==> config.mk <==
export PLATFORM = sky130hd
export DESIGN_NAME = hit_edge_detector
export DESIGN_NICKNAME = d
export VERILOG_FILES = /design/src/rtl/hit_edge_detector.sv
export SDC_FILE = /design/constraint.sdc
export NUM_CORES = 1
export LEC_CHECK = 0
export CAP_MARGIN = 20
export CORE_MARGIN = 2
export CORE_UTILIZATION = 46
export CTS_CLUSTER_DIAMETER = 80
export DETAILED_ROUTE_END_ITERATION = 7
export PLACE_DENSITY_LB_ADDON = 0.12
export SKIP_LAST_GASP = 1
export SYNTH_ARGS = -nofsm -noshare
export SYNTH_HDL_FRONTEND = slang
export SYNTH_SLANG_ARGS = --single-unit
==> constraint.sdc <==
create_clock -name clk -period 3.5 [get_ports clk]
set_input_delay 1.05 -clock clk [delete_from_list [all_inputs] [get_ports clk]]
set_output_delay 1.05 -clock clk [all_outputs]
set_load 0.1 [all_outputs]
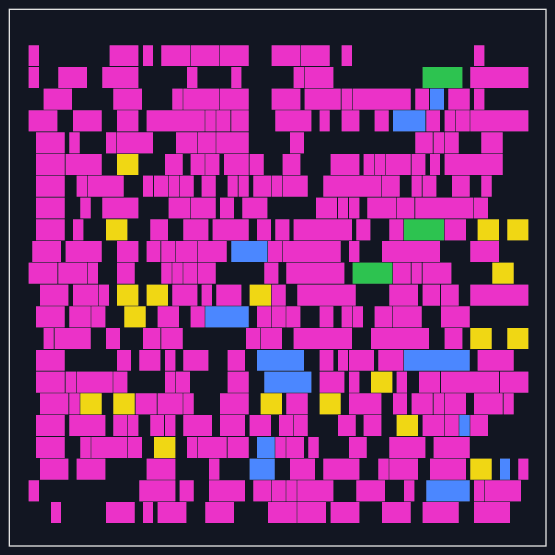
Fig. 1. Sizing map (run 1).
(8 px per um)
- _0 and _1 cells: magenta (cells 277; most used clkdlybuf4s50_1)
- _3 and _4 cells: yellow (cells 19; most used buf_4)
- _2 cells: blue (cells 12; most used inv_2)
- _6 and larger: green (cells 3; most used clkbuf_8)
Buffers, non-clock: 67
final instance area: 2540 um^2
Area Overhead vs Synth: 39.7%
worst setup margin: 0.194 ns

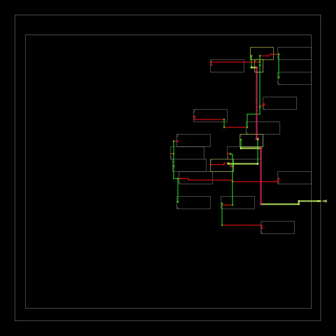
Fig. 2. The clock network (run 1).
registers: 15
Clock Sink Count: 15
Clk Latency, worst-skew pair: 0.25 ns
total CTS buffers: 3
Clk power: 141 uW

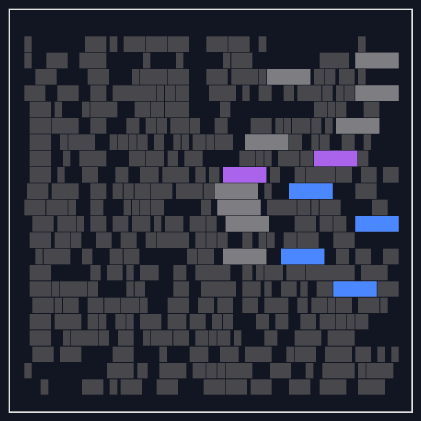
Fig. 3. Register map, names as in the netlist (run 1).
(6 px per um)
- state_q: purple (flops 2)
- HitEdgeCode: blue (flops 4; where right middle)
- not colored: 9
post-layout util: 67.9%
flop share of the area: 11.8%

==> out/metrics.yaml, run 1 <==
critical_path:
  rrSetupSlack_ns: 1.58
  cp_num_cells: 11
  critical-path-top-delay-family: "AND-OR/OR-AND gates"
timing:
  finalHoldViolCount: 0
  relSlewSlack_pct: 60.5
  fin_skew_ns: 0.00270
  worstMarginPinSlew_ns: 0.588
  clock.fmax_mhz: 303
synthesis:
  synth_area_um2: 1820
  synth.cellmix.xorXnorShare_pct: 4.81
  simple_gate_share_pct: 21.9
  ys_seq_elements: 15
detailed_routing:
  drtIter0Drc: 118
  drcViolationCount: 0
  highest-signal-layer: "met4"
cells_and_area:
  final.fill_count: 347
  mi_logic_area_um2: 1400
  drive_gt1_share_pct: 10.9
  num-multi-input-gates: 196
  n_antenna_cell: 0
  largest_cell_class: "logic gates"
floorplanning:
  num_io_pins: 62
  fp.dieH_um: 66.9
global_route:
  use_met1_pct: 25.5
  grtUsageMet3_pct: 1.01
pwr:
  p_sw_share_pct: 37.7
  p_sw_uw: 251
  intPower_uw: 415
  p_seq_share_pct: 27.4
  comb-power_uw: 343
clocking:
  cts_hold_buf: 0
  clk_path_buf_depth: 2
  clkTransAtPathRegs_ns: 0.06
placed_design:
  placed_cell_area_um2: 2450
run:
  warnings: 30
run_status:
  status: "finished, final reports clean"
-- run 1: synthesized netlist by cell type, drive strengths merged (2+ instances only) --
cell type	n	share of area (%)
nand2	16	3.3
a21o	2	0.82
fa	2	2.2
mux2i	6	3.3
nor2b	8	2.7
o21a	2	0.82
buf	8	3.3
ha	22	15
a21boi	4	1.6
xnor2	8	3.8
o31ai	3	1.2
o211ai	2	0.82
o21ai	16	4.4
nand3b	2	0.82
nand2b	4	1.4
and2	3	1.0
xor2	2	0.96
a211oi	3	1.2
o211a	4	2.2
o21bai	2	0.82
clkbuf	3	0.62
o32ai	2	0.96
a21oi	16	4.4
nor3b	2	0.82
dfxtp	15	16
nor2	16	3.3
and3	3	1.0
nor4	4	1.4
nand3	7	1.9
o2111ai	2	0.96
inv	29	6.0
nor3	10	2.7
o22ai	2	0.69
Fig. 4: run 1, metal 3
(8 px per um)
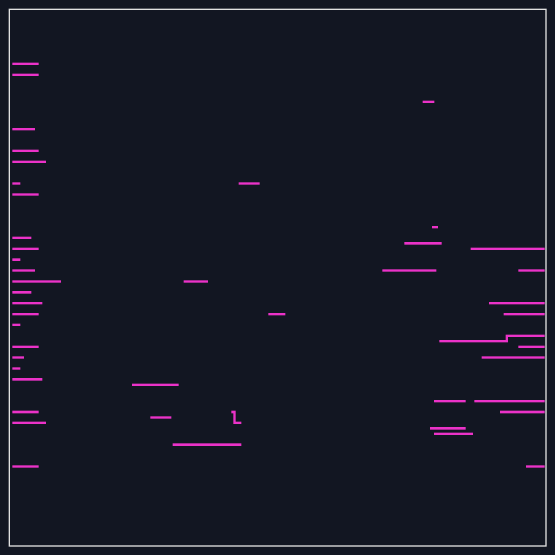

## Run 2: what changed since run 1
CORE_UTILIZATION = 45   (was 46)
CTS_CLUSTER_SIZE = 12   (was default)
GPL_ROUTABILITY_DRIVEN = 0   (was default)
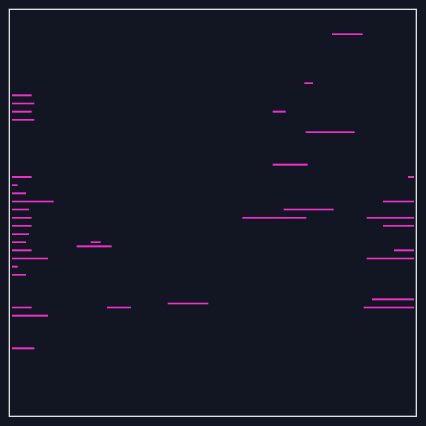
Fig. 5. Metal 3 (run 2).
(6 px per um)
- nets with wire on the layer: 36
- main direction: horizontal
- share of all routed wire: 4.0%
- wire length on this layer: 162 um
total wire length: 4.07 mm
vias: 1900

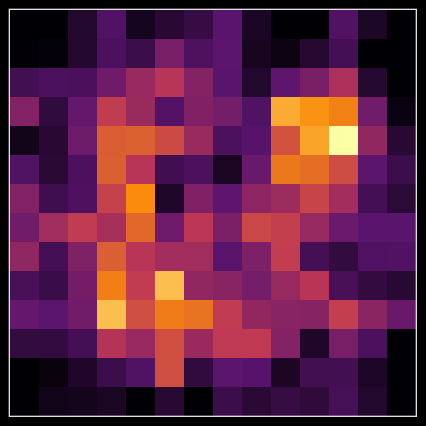
Fig. 6. Wiring heat map (run 2).
(6 px per um) 14 x 14 tiles, from black (low) to pale yellow (high), scaled to the fullest tile. Values are wire area over tile area, all layers added.
- tiles over half the peak: 18%
- nearly empty tiles: 9.2%
- mean over tiles: 0.14
- fullest tile: 0.48
DR WL/cell: 11.3 um
GRT Total Usage: 18.5%

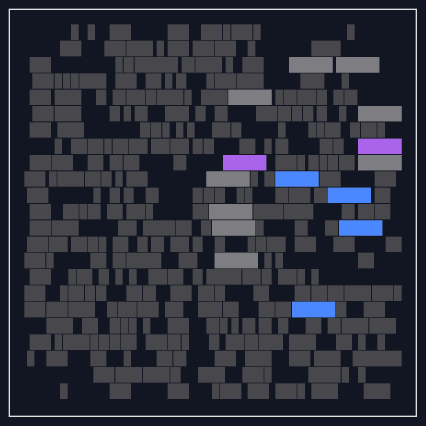
Fig. 7. Register map, names as in the netlist (run 2).
(6 px per um)
- state_q: purple (flops 2)
- HitEdgeCode: blue (flops 4; where right middle)
FF/Latch Area: 300 um^2
Power Sequential: 183 uW
post-layout util: 64.6%
flop share of the area: 11.8%

==> run 2 against run 1 <==
Against the previous run:
- core utilization fell by 3.4 points
- sequential share of layout area barely moved
- power barely moved
- sequential power barely moved
- register-to-register slack improved by 0.04 ns
- clock skew fell by 0.00076 ns
- count of clock-buffer cells in the layout rose by 1
- die area rose by 2.1%
- synthesized cell count did not move
- hold slack got worse by 0.0045 ns
- combinational power barely moved
==> out/metrics.yaml, run 2 <==
synthesis:
  yosys-top-cells-count: "inv_1, ha_1, a21oi_1, nand2_1, nor2_1"
  synth.cellmix.xorXnorShare_pct: 4.81
  top_cells_by_area: "dfxtp_1, ha_1, inv_1"
  ys_chip_area_um2: 1820
  ys_seq_elements: 15
  yosysTopAreaCell: "dfxtp_1"
  edf_count: 0
  logic_family: "AND-OR/OR-AND gates"
  synth_top_area_share_pct: 16.5
  synth_cells: 244
  top_cell: "inv_1"
  synth_area_um2: 1820
  simple_gate_share_pct: 21.9
timing:
  period_minus_slack_ns: 3.33
  post-route-period-util_pct: 95.1
  fin_skew_ns: 0.00195
  clock.fmax_mhz: 300
  relSlewSlack_pct: 61.7
  layout_setup_ws_ns: 0.171
  finalHoldViolCount: 0
  worstMarginPinSlew_ns: 0.570
pwr:
  p_sw_share_pct: 37.4
  p_seq_share_pct: 27.4
  power_uw: 667
  intPower_uw: 417
  comb-power_uw: 344
  clkPwrFrac_pct: 21.1
  p_sw_uw: 250
  pg_clk_uw: 141
cells_and_area:
  final_area_um2: 2550
  drive_gt1_share_pct: 10.6
  n_antenna_cell: 0
  final.fill_count: 352
  area_growth_syn_to_layout_pct: 39.9
placed_design:
  port_buffers: 53
  placed_cell_area_um2: 2450
  dpl.cell_count: 356
critical_path:
  rrSetupSlack_ns: 1.62
  end_kind: "flip-flop"
  critical-path-top-delay-family: "simple AND/OR/NAND/NOR gates"
  slowest_stage: "or4_1"
  worstPathArrival_ns: 3.51
  cp_num_cells: 10
run:
  warnings: 30
  cap_violations: 0
clocking:
  clkSinkCount: 15
  cts_buffers: 3
  clkTransAtPathRegs_ns: 0.06
  htreeDepth: 1
  cts_hold_buf: 0
  clk_path_buf_depth: 2
  clk_latency_ns: 0.25
detailed_routing:
  drtIter0Drc: 117
  dr.pass1.iters: 4
  viasPerCell: 5.26
  drcViolationCount: 0
run_status:
  status: "finished, final reports clean"
floorplanning:
  num_io_pins: 62
  die-area_um2: 4570
  fp.dieH_um: 67.6
  die_width_um: 67.6
[run 2: cell counts after synthesis]
No cell type changed its count.
[run 2: layer usage]
| metal | vias up | track usage [%] | wire (um) |
|---|---|---|---|
| met5 | - | 0 | 0 |
| met4 | 0 | 7.14 | 51 |
| met3 | 4 | 2.17 | 162 |
| met2 | 48 | 31.4 | 1940 |
| met1 | 858 | 23.7 | 1920 |
| li1 | 990 | - | - |
[run 2: cell type report]
| type | instances | area [um^2] | area share, % |
|---|---|---|---|
| Tap cell | 50 | 62.6 | 2.46 |
| Inverter | 29 | 109 | 4.28 |
| Sequential cell | 15 | 300 | 11.8 |
| Timing Repair Buffer | 67 | 637 | 25.0 |
| Multi-Input combinational cell | 196 | 1390 | 54.7 |
| Clock buffer | 4 | 45.0 | 1.77 |
Power is estimated from default activity; no workload was simulated.
